### config.mk
export PLATFORM = sky130hd
export DESIGN_NAME = cache_mem_arbiter
export DESIGN_NICKNAME = d
export VERILOG_FILES = /design/src/rtl/arbmux.sv /design/src/rtl/arb_grant_sel.sv /design/src/rtl/cache_mem_arbiter.sv
export SDC_FILE = /design/constraint.sdc
export NUM_CORES = 1
export LEC_CHECK = 0
export CORE_AREA = 4 4 536 538
export CTS_CLUSTER_DIAMETER = 80
export CTS_CLUSTER_SIZE = 40
export DETAILED_ROUTE_END_ITERATION = 12
export DIE_AREA = 0 0 540 542
export GPL_TIMING_DRIVEN = 0
export SLEW_MARGIN = 20
export SYNTH_ARGS = -nofsm -noshare
export SYNTH_HDL_FRONTEND = slang
export SYNTH_HIERARCHICAL = 1
export SYNTH_SLANG_ARGS = --single-unit
### constraint.sdc
create_clock -name clk -period 3.9 [get_ports clk]
set_clock_uncertainty 0.2 [all_clocks]
set_input_delay 0.39 -clock clk [delete_from_list [all_inputs] [get_ports clk]]
set_output_delay 0.39 -clock clk [all_outputs]
set_load 0.03 [all_outputs]
### src/rtl/arbmux.sv
// Shared types for the instruction/data cache memory arbiter.
package arbmux;

    // Which cache currently owns the physical-memory line port.
    typedef enum bit {icache = 1'b0, dcache = 1'b1} arb_grant_t;

    // Arbiter sequencing: pick, wait on memory, then one quiet cycle.
    typedef enum bit [1:0] {IDLE, SERVE_I, SERVE_D, RECOVER} arb_state_t;

    // Starvation counter width; covers STARVE_LIMIT up to 15.
    localparam int CNT_WIDTH = 4;

endpackage

### src/rtl/arb_grant_sel.sv
// Combinational grant decision: dcache wins ties until the icache has
// waited through STARVE_LIMIT consecutive dcache grants.
module arb_grant_sel
    import arbmux::*;
#(
    parameter int STARVE_LIMIT = 4
) (
    input  logic                 i_read,
    input  logic                 d_req,
    input  logic [CNT_WIDTH-1:0] starve_cnt,
    output logic                 grant_valid,
    output arb_grant_t           grant,
    output logic                 starve_inc
);

    localparam logic [CNT_WIDTH-1:0] LIMIT = CNT_WIDTH'(STARVE_LIMIT);

    // Pick a winner; starve_inc marks a dcache grant taken over a waiting icache.
    always_comb begin
        // NOTE: every output gets a default first so no path leaves a latch.
        grant_valid = i_read | d_req;
        grant       = icache;
        starve_inc  = 1'b0;
        if (d_req && i_read) begin
            if (starve_cnt < LIMIT) begin
                grant      = dcache;
                starve_inc = 1'b1;
            end
        end else if (d_req) begin
            grant = dcache;
        end
    end

endmodule

### src/rtl/cache_mem_arbiter.sv
// Shares one cacheline memory port between the icache and the dcache.
// The winner's address/data are latched at grant; the memory response is
// routed back only to that cache, followed by one RECOVER cycle so a
// request still high during the resp pulse is not granted again.
module cache_mem_arbiter
    import arbmux::*;
#(
    parameter int ADDR_WIDTH   = 32,
    parameter int LINE_WIDTH   = 256,
    parameter int STARVE_LIMIT = 4
) (
    input  logic                  clk,
    input  logic                  rst,
    input  logic                  i_read,
    input  logic [ADDR_WIDTH-1:0] i_address,
    output logic [LINE_WIDTH-1:0] i_rdata,
    output logic                  i_resp,
    input  logic                  d_read,
    input  logic                  d_write,
    input  logic [ADDR_WIDTH-1:0] d_address,
    input  logic [LINE_WIDTH-1:0] d_wdata,
    output logic [LINE_WIDTH-1:0] d_rdata,
    output logic                  d_resp,
    output logic                  pmem_read,
    output logic                  pmem_write,
    output logic [ADDR_WIDTH-1:0] pmem_address,
    output logic [LINE_WIDTH-1:0] pmem_wdata,
    input  logic [LINE_WIDTH-1:0] pmem_rdata,
    input  logic                  pmem_resp
);

    arb_state_t            state_q, state_d;
    logic [CNT_WIDTH-1:0]  starve_cnt_q, starve_cnt_d;
    logic [ADDR_WIDTH-1:0] addr_q, addr_d;
    logic [LINE_WIDTH-1:0] wdata_q, wdata_d;
    logic [LINE_WIDTH-1:0] i_rdata_q, i_rdata_d;
    logic [LINE_WIDTH-1:0] d_rdata_q, d_rdata_d;
    // pmem_write_q doubles as the latched direction bit of a dcache grant.
    logic                  pmem_read_q, pmem_read_d;
    logic                  pmem_write_q, pmem_write_d;
    logic                  i_resp_q, i_resp_d;
    logic                  d_resp_q, d_resp_d;

    logic                  d_req;
    logic                  grant_valid;
    logic                  starve_inc;
    arb_grant_t            grant;

    assign d_req = d_read | d_write;

    arb_grant_sel #(
        .STARVE_LIMIT(STARVE_LIMIT)
    ) u_grant_sel (
        .i_read      (i_read),
        .d_req       (d_req),
        .starve_cnt  (starve_cnt_q),
        .grant_valid (grant_valid),
        .grant       (grant),
        .starve_inc  (starve_inc)
    );

    // Next-state, grant latching and response routing.
    always_comb begin
        state_d      = state_q;
        starve_cnt_d = starve_cnt_q;
        addr_d       = addr_q;
        wdata_d      = wdata_q;
        pmem_read_d  = pmem_read_q;
        pmem_write_d = pmem_write_q;
        i_resp_d     = 1'b0;
        d_resp_d     = 1'b0;
        i_rdata_d    = i_rdata_q;
        d_rdata_d    = d_rdata_q;

        case (state_q)
            IDLE: begin
                if (grant_valid) begin
                    if (grant == dcache) begin
                        state_d      = SERVE_D;
                        addr_d       = d_address;
                        wdata_d      = d_wdata;
                        // Both strobes high is illegal; it resolves to a write.
                        pmem_write_d = d_write;
                        pmem_read_d  = ~d_write;
                        starve_cnt_d = starve_inc ? starve_cnt_q + CNT_WIDTH'(1) : '0;
                    end else begin
                        state_d      = SERVE_I;
                        addr_d       = i_address;
                        pmem_read_d  = 1'b1;
                        pmem_write_d = 1'b0;
                        starve_cnt_d = '0;
                    end
                end
            end
            SERVE_I: begin
                if (pmem_resp) begin
                    state_d     = RECOVER;
                    pmem_read_d = 1'b0;
                    i_resp_d    = 1'b1;
                    i_rdata_d   = pmem_rdata;
                end
            end
            SERVE_D: begin
                if (pmem_resp) begin
                    state_d      = RECOVER;
                    pmem_read_d  = 1'b0;
                    pmem_write_d = 1'b0;
                    d_resp_d     = 1'b1;
                    if (pmem_read_q) begin
                        d_rdata_d = pmem_rdata;
                    end
                end
            end
            RECOVER: state_d = IDLE;
            default: state_d = IDLE;
        endcase
    end

    // State and datapath registers; reset aborts any transaction silently.
    always_ff @(posedge clk or negedge rst) begin
        // NOTE: the line-wide data registers are reset too, since the
        // returned rdata must read as zero after reset.
        if (!rst) begin
            state_q      <= IDLE;
            starve_cnt_q <= '0;
            addr_q       <= '0;
            wdata_q      <= '0;
            i_rdata_q    <= '0;
            d_rdata_q    <= '0;
            pmem_read_q  <= 1'b0;
            pmem_write_q <= 1'b0;
            i_resp_q     <= 1'b0;
            d_resp_q     <= 1'b0;
        end else begin
            // NOTE: non-blocking so every flop samples the pre-edge values.
            state_q      <= state_d;
            starve_cnt_q <= starve_cnt_d;
            addr_q       <= addr_d;
            wdata_q      <= wdata_d;
            i_rdata_q    <= i_rdata_d;
            d_rdata_q    <= d_rdata_d;
            pmem_read_q  <= pmem_read_d;
            pmem_write_q <= pmem_write_d;
            i_resp_q     <= i_resp_d;
            d_resp_q     <= d_resp_d;
        end
    end

    assign pmem_read    = pmem_read_q;
    assign pmem_write   = pmem_write_q;
    assign pmem_address = addr_q;
    assign pmem_wdata   = wdata_q;
    assign i_rdata      = i_rdata_q;
    assign i_resp       = i_resp_q;
    assign d_rdata      = d_rdata_q;
    assign d_resp       = d_resp_q;

    // Illegal dcache request encoding, and memory responses nobody asked for.
    a_no_read_and_write: assert property (@(posedge clk) disable iff (!rst)
        !(d_read && d_write));
    a_resp_only_in_serve: assert property (@(posedge clk) disable iff (!rst)
        !(pmem_resp && (state_q == IDLE || state_q == RECOVER)));

endmodule

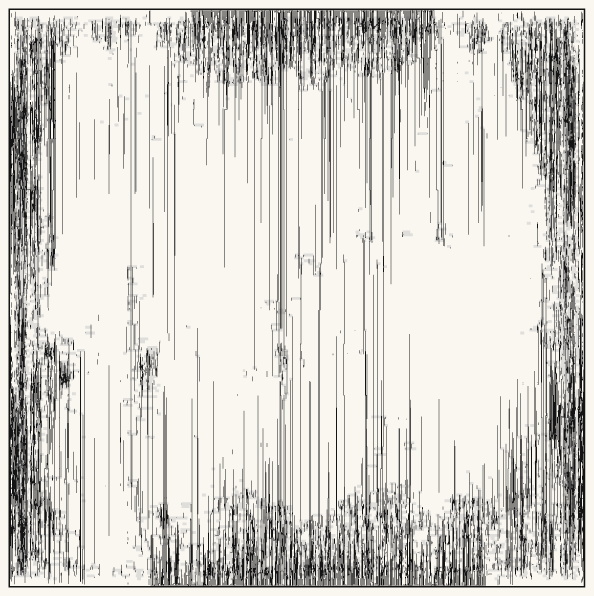
Fig. 1. Met2 routing (run 1).
Cells faint in the background.
- main direction: vertical
- nets with wire on the layer: 4,026
- longest straight run: 435 µm
- share of all routed wire: 42%
- wire length on this layer: 96.5 mm

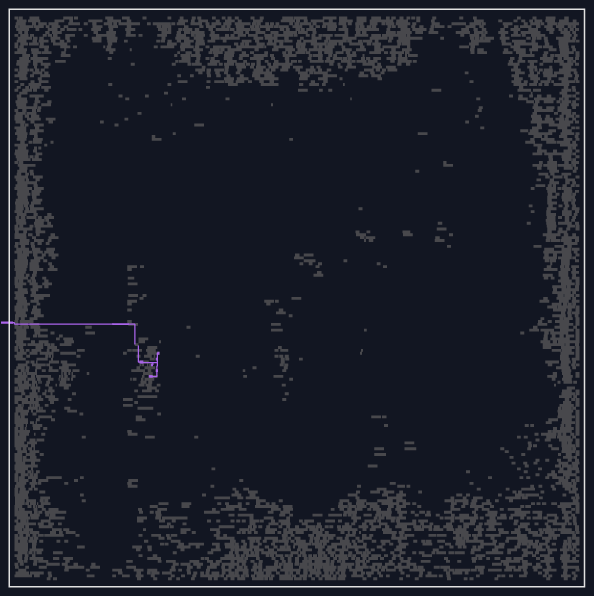
Fig. 2. Wires at chosen ports, followed through buffers (run 1).
- pmem_resp: purple (direction input; end cells 6; buffers 1; wire 205 µm)

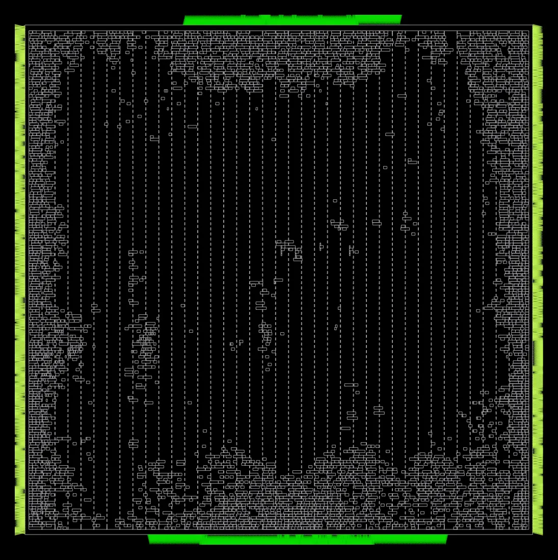
Fig. 3. Placement view (run 1).
Fillers: 30,380
num rows: 195
Seq cells: 810
tap cells: 3,743

==> out/qor.yml, run 1 <==
die_area_um2: 292700
hold_viol: 0
period_used_share: 0.8840
outcome: "finished, final reports clean"
total_leakage_power_nw: 22.59
fp_util: 0.1113
port_buffers: 1385
floorplan.nets: 2408
maxCapViolations: 0
setup_viol: 0
numClockSinks: 810
min_period_ns: 3.447
diodes: 61
avgSynthCellArea_um2: 17.24
drt-initial-drc-count: 1296
r2r_start: "state_q[0]$_DFFE_PN0P_"
fp.dieH_um: 542
yosys_warnings: 6
first_pass_iters: 5
logic_family: "multiplexers"
mostFrequentLayoutCells: "1,384 x clkdlybuf4s50_1, 810 x dfrtp_1, 550 x mux2_2"
cp-start-kind: "register"
logic_area_um2: 10390
clkbuf_count: 77
cts_buffer_depth: 4
hold_end: "i_rdata[133]$_DFFE_PN0P_"
grt_pass1_vias: 26010
adder_share: 0.002392
fin_area_um2: 55980
worstRegToRegCells: 6
slew_violations: 0
postCtsHoldBufs: 306
comb_share: 0.1855
ir_drop_mv: 0.5416
ctsHtreeMaxLevel: 3
grt_first_pass_wirelength_mm: 291.5
max_clock_freq_mhz: 290.1
worstMarginPinSlew_ns: 0.9687
cp.arrival_ns: 3.89
drc: 0
cts_root_buffer: "clkbuf_16"
regArea_um2: 20270
power.density_nw_per_um2: 955.2
worst_hold_path.num_cells: 2
compound_area_frac: 0.007655
cts_tree: "done"
slew_headroom: 0.3524
wl_mm: 232.5
ys_seq_frac: 0.6459
yosys.cell_types.count: 29
cp-end-kind: "register"
clkLatencyLatePin_ns: 0.75
antenna_found_initial: 199
path_class: "reg2reg"
ys_sh_simple: 0.007137
dp_slack_ns: -0.2329
syn_area_um2: 31380
signal_buffers: 1794
inverters: 5
hold_class: "in2reg"
drive_gt1_frac: 0.2724
crit_path_end: "d_rdata[44]$_DFFE_PN0P_"
tns_ns: 0
buf_share: 0.3186
synthCells: 1820
fp.dieW_um: 540
min-delay-start: "pmem_rdata[133]"
xor_share: 0.0002791
mux_area_frac: 0.3135
gp_congestion: 0.9152
post-dp-hpwl_mm: 203.2
instances_no_fill: 7446
ys_cells: 1820
cts_resized: 0
timing.hold.ws_ns: 0.07921
io_pins: 1386
grt_usage: 0.1530
coreArea_um2: 282000
cp.required_ns: 4.34
dp.cells: 6954
crit_fanout: 10
r2r-end: "d_rdata[44]$_DFFE_PN0P_"
vias_per_cell: 3.304
largestClassByArea: "flip-flops and latches"
grt_start_max_net_pins: 143
total_power_mw: 53.47
grt.overflow.total: 0
wl_per_cell_um: 31.22
path_clk_slew_ns: 0.10
vias: 24610
worst_slack_ns: 0.4526
clock_cell_area_share: 0.04711
final_core_util: 0.1985
cts_made_buffers: 73
r2r_setup_slack_ns: 0.45
multi_input_comb_cells: 908
cp-startpoint: "state_q[0]$_DFFE_PN0P_"
yosys_area_um2: 31380
ant_nets: 0
seq_share: 0.3621
numSynthFlops: 810
syn_to_final_growth_pct: 78.39
layout_top_cell: "clkdlybuf4s50_1"
warning_count: 51
placed_cell_area_um2: 50110
finalNetCount: 4180
postCtsSetupBuffers: 0
rsz0062_at_grt: "no"
run 1: cells by family (layout without fill, tap and decap cells):
group,Yosys count,after routing
flops,810,810
mux,805,805
buf+inv,102,1924
simple gates,52,52
compound gates,44,44
fa+ha+maj,6,6
xor+xnor,1,1
other cells,0,61
run 1: flip-flops by register name, summed over array words and instances (netlist names):
signal,cells
pmem_address,32
d_rdata,256
starve_cnt_q,4
i_rdata,256
pmem_write,1
d_resp,1
i_resp,1
pmem_wdata,256
pmem_read,1
state_q,2
run 1: synth_stat cells, drive strengths merged:
cell | instances | area, µm²
clkbuf | 9 | 33.78
or2 | 2 | 12.52
o31ai | 1 | 12.51
buf | 88 | 674.4
mux2i | 37 | 370.4
and2 | 3 | 18.77
inv | 5 | 18.77
a32o | 1 | 10.01
and3 | 2 | 12.51
xnor2 | 1 | 8.760
ha | 6 | 75.07
a22oi | 1 | 7.510
a31oi | 1 | 6.260
dfrtp | 810 | 20270
nor3 | 1 | 5.000
nand2 | 40 | 152.6
nor2b | 2 | 12.51
mux2 | 768 | 9467
o21ai | 38 | 190.2
a21oi | 1 | 5.000
o41ai | 1 | 8.760
nand3 | 2 | 10.01
run 1: worst max-delay path: stages, from the launching register on:
cell	delay (ns)
dfrtp_1	0.35
inv_1	0.11
ha_1	0.25
nand3_1	0.66
clkbuf_1	0.76
buf_2	0.58
mux2_2	0.39
run 1: layer usage:
metal	up-vias	routed length (µm)	GRT usage
li1	10040	-	-
met1	12570	94780	0.1858
met2	1473	96530	0.2256
met3	417	31660	0.08948
met4	112	8742	0.04811
met5	-	732	0
run 1: where the power goes:
part / internal, mW / total, mW / switching [mW]
registers: 12.7 / 15.4 / 2.67
logic: 12.6 / 30.0 / 17.3
clock network: 3.98 / 8.16 / 4.17
==> run 1 -> run 2 <==
--- a/config.mk
+++ b/config.mk
@@ -11,6 +11,7 @@
 export DETAILED_ROUTE_END_ITERATION = 12
 export DIE_AREA = 0 0 540 542
 export GPL_TIMING_DRIVEN = 0
+export MAX_ROUTING_LAYER = met4
 export SLEW_MARGIN = 20
 export SYNTH_ARGS = -nofsm -noshare
 export SYNTH_HDL_FRONTEND = slang
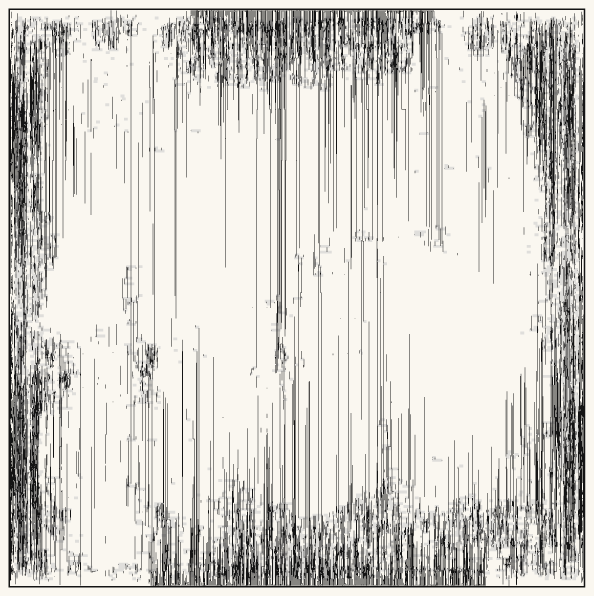
Fig. 4. Met2 routing (run 2).
Cells faint in the background.
- wire length on this layer: 98.4 mm
- share of all routed wire: 42%
- longest straight run: 433 µm

==> out/qor.yml, run 2 <==
outcome: "finished, final reports clean"
worstRegToRegCells: 6
port_buffers: 1385
vias_per_cell: 3.252
cts_tree: "done"
drt-initial-drc-count: 1426
syn_area_um2: 31380
postCtsSetupBuffers: 0
ir_drop_mv: 0.5533
synth-main-ff-cell: "dfrtp_1"
grt_pass1_vias: 26140
path_clk_slew_ns: 0.09
slew_headroom: 0.3243
fill_cells: 30370
timing.hold.ws_ns: 0.08797
slew_violations: 0
hold_viol: 0
edf_count: 0
synth_top_cell_by_area: "dfrtp_1"
first_pass_iters: 6
numSynthFlops: 810
synth_top_cell_by_count: "dfrtp_1"
r2r-end: "d_rdata[44]$_DFFE_PN0P_"
gp_congestion: 0.9283
warning_count: 50
die_area_um2: 292700
period_used_share: 0.8862
coreArea_um2: 282000
cp-startpoint: "state_q[0]$_DFFE_PN0P_"
rows: 195
ys_cells: 1820
fp.dieH_um: 542
antenna_found_initial: 197
vias: 24350
yosys_warnings: 6
io_pins: 1386
numClockSinks: 810
drc: 0
finalNetCount: 4177
cts_buffer_depth: 4
cp.arrival_ns: 3.89
power.density_nw_per_um2: 950.5
fp.dieW_um: 540
ctsHtreeMaxLevel: 3
cp-start-kind: "register"
synthTopCellsByArea: "dfrtp_1 65%, mux2_2 20%, mux2_4 10%, mux2i_1 1.2%, buf_6 0.90%"
ys_seq_frac: 0.6459
common_cells: "810 x dfrtp_1, 550 x mux2_2, 218 x mux2_4"
rsz0062_at_grt: "no"
grt.overflow.total: 0
max_clock_freq_mhz: 289.3
r2r_start: "state_q[0]$_DFFE_PN0P_"
crit_path_end: "d_rdata[44]$_DFFE_PN0P_"
min-delay-start: "d_wdata[101]"
cts_root_buffer: "clkbuf_16"
crit_fanout: 10
synthCells: 1820
cts_made_buffers: 71
layout_top_cell: "clkdlybuf4s50_1"
wl_mm: 232.9
avgSynthCellArea_um2: 17.24
yosys_area_um2: 31380
floorplan.nets: 2408
worst_hold_path.num_cells: 2
fp_util: 0.1113
grt_start_max_net_pins: 144
total_leakage_power_nw: 22.49
cp-end-kind: "register"
hold_end: "pmem_wdata[101]$_DFFE_PN0P_"
grt_usage: 0.1580
min_period_ns: 3.456
r2r_setup_slack_ns: 0.44
mostFrequentLayoutCells: "1,384 x clkdlybuf4s50_1, 810 x dfrtp_1, 550 x mux2_2"
path_class: "reg2reg"
cp.required_ns: 4.34
cts_resized: 0
dp.cells: 6954
clkLatencyLatePin_ns: 0.77
top_area_frac: 0.6459
grt_first_pass_wirelength_mm: 291.7
yosys.cell_types.count: 29
ant_nets: 0
tns_ns: 0
instances_no_fill: 7489
postCtsHoldBufs: 305
drive_gt1_frac: 0.2708
hold_class: "in2reg"
setup_viol: 0
worstMarginPinSlew_ns: 1.010
async_reset_ff_frac: 1.000
post-dp-hpwl_mm: 202.9
maxCapViolations: 0
syn_to_final_growth_pct: 78.12
wl_per_cell_um: 31.10
==> run 2: cell counts after synthesis <==
No cell type changed its count.
==> run 2: per-stage QoR <==
step             util  instance area [µm²]  total power [mW]  worst slack (ns)
2_1_floorplan       -                31380             29.88             1.731
3_3_place_gp   0.1770                49930             45.15            -36.41
3_5_place_dp   0.1777                50110             45.24           -0.1830
4_1_cts        0.1972                55630             53.82            0.1137
5_1_grt        0.1980                55850             55.37            0.1758
6_report       0.1982                55900             53.13            0.4439
==> run 2: critical path, stage by stage, from the launching register on <==
cell      delay [ns]
dfrtp_1         0.36
inv_1           0.10
ha_1            0.24
nand3_1         0.61
clkbuf_1        0.81
buf_2           0.58
mux2_2          0.39
==> run 2: cell type report <==
class	count	area [µm²]	share of cell area
tap	3743	4683	0.08378
sequential	810	20270	0.3626
antenna	108	270.3	0.004835
buffer	97	708.2	0.01267
inverter	5	18.77	0.0003358
clock inverter	46	648.1	0.01159
clock buffer	76	1805	0.03230
multi-input combinational	908	10390	0.1858
timing repair buffer	1696	17110	0.3061
==> run 2: metal layers <==
metal  wire length (µm)  global-route usage
met5                  0                   -
met4               6965             0.04227
met3              30670             0.08464
met2              98440              0.2292
met1              96850              0.1895
==> run 2: cells by family (layout without fill, tap and decap cells) <==
logic type	Yosys count	count (layout)	share of synthesized area
compound gates	44	44	0.007655
mux	805	805	0.3135
simple gates	52	52	0.007137
flops	810	810	0.6459
other cells	0	108	0
buf+inv	102	1920	0.02317
xor+xnor	1	1	0.0002791
fa+ha+maj	6	6	0.002392
==> run 2: report_power, final <==
part / switching (mW) / total, mW / internal (mW)
registers: 2.72 / 15.4 / 12.7
logic: 17.3 / 29.9 / 12.6
clock network: 4.04 / 7.81 / 3.77
total: 24.0 / 53.1 / 29.1
Power and IR drop assume default switching activity.
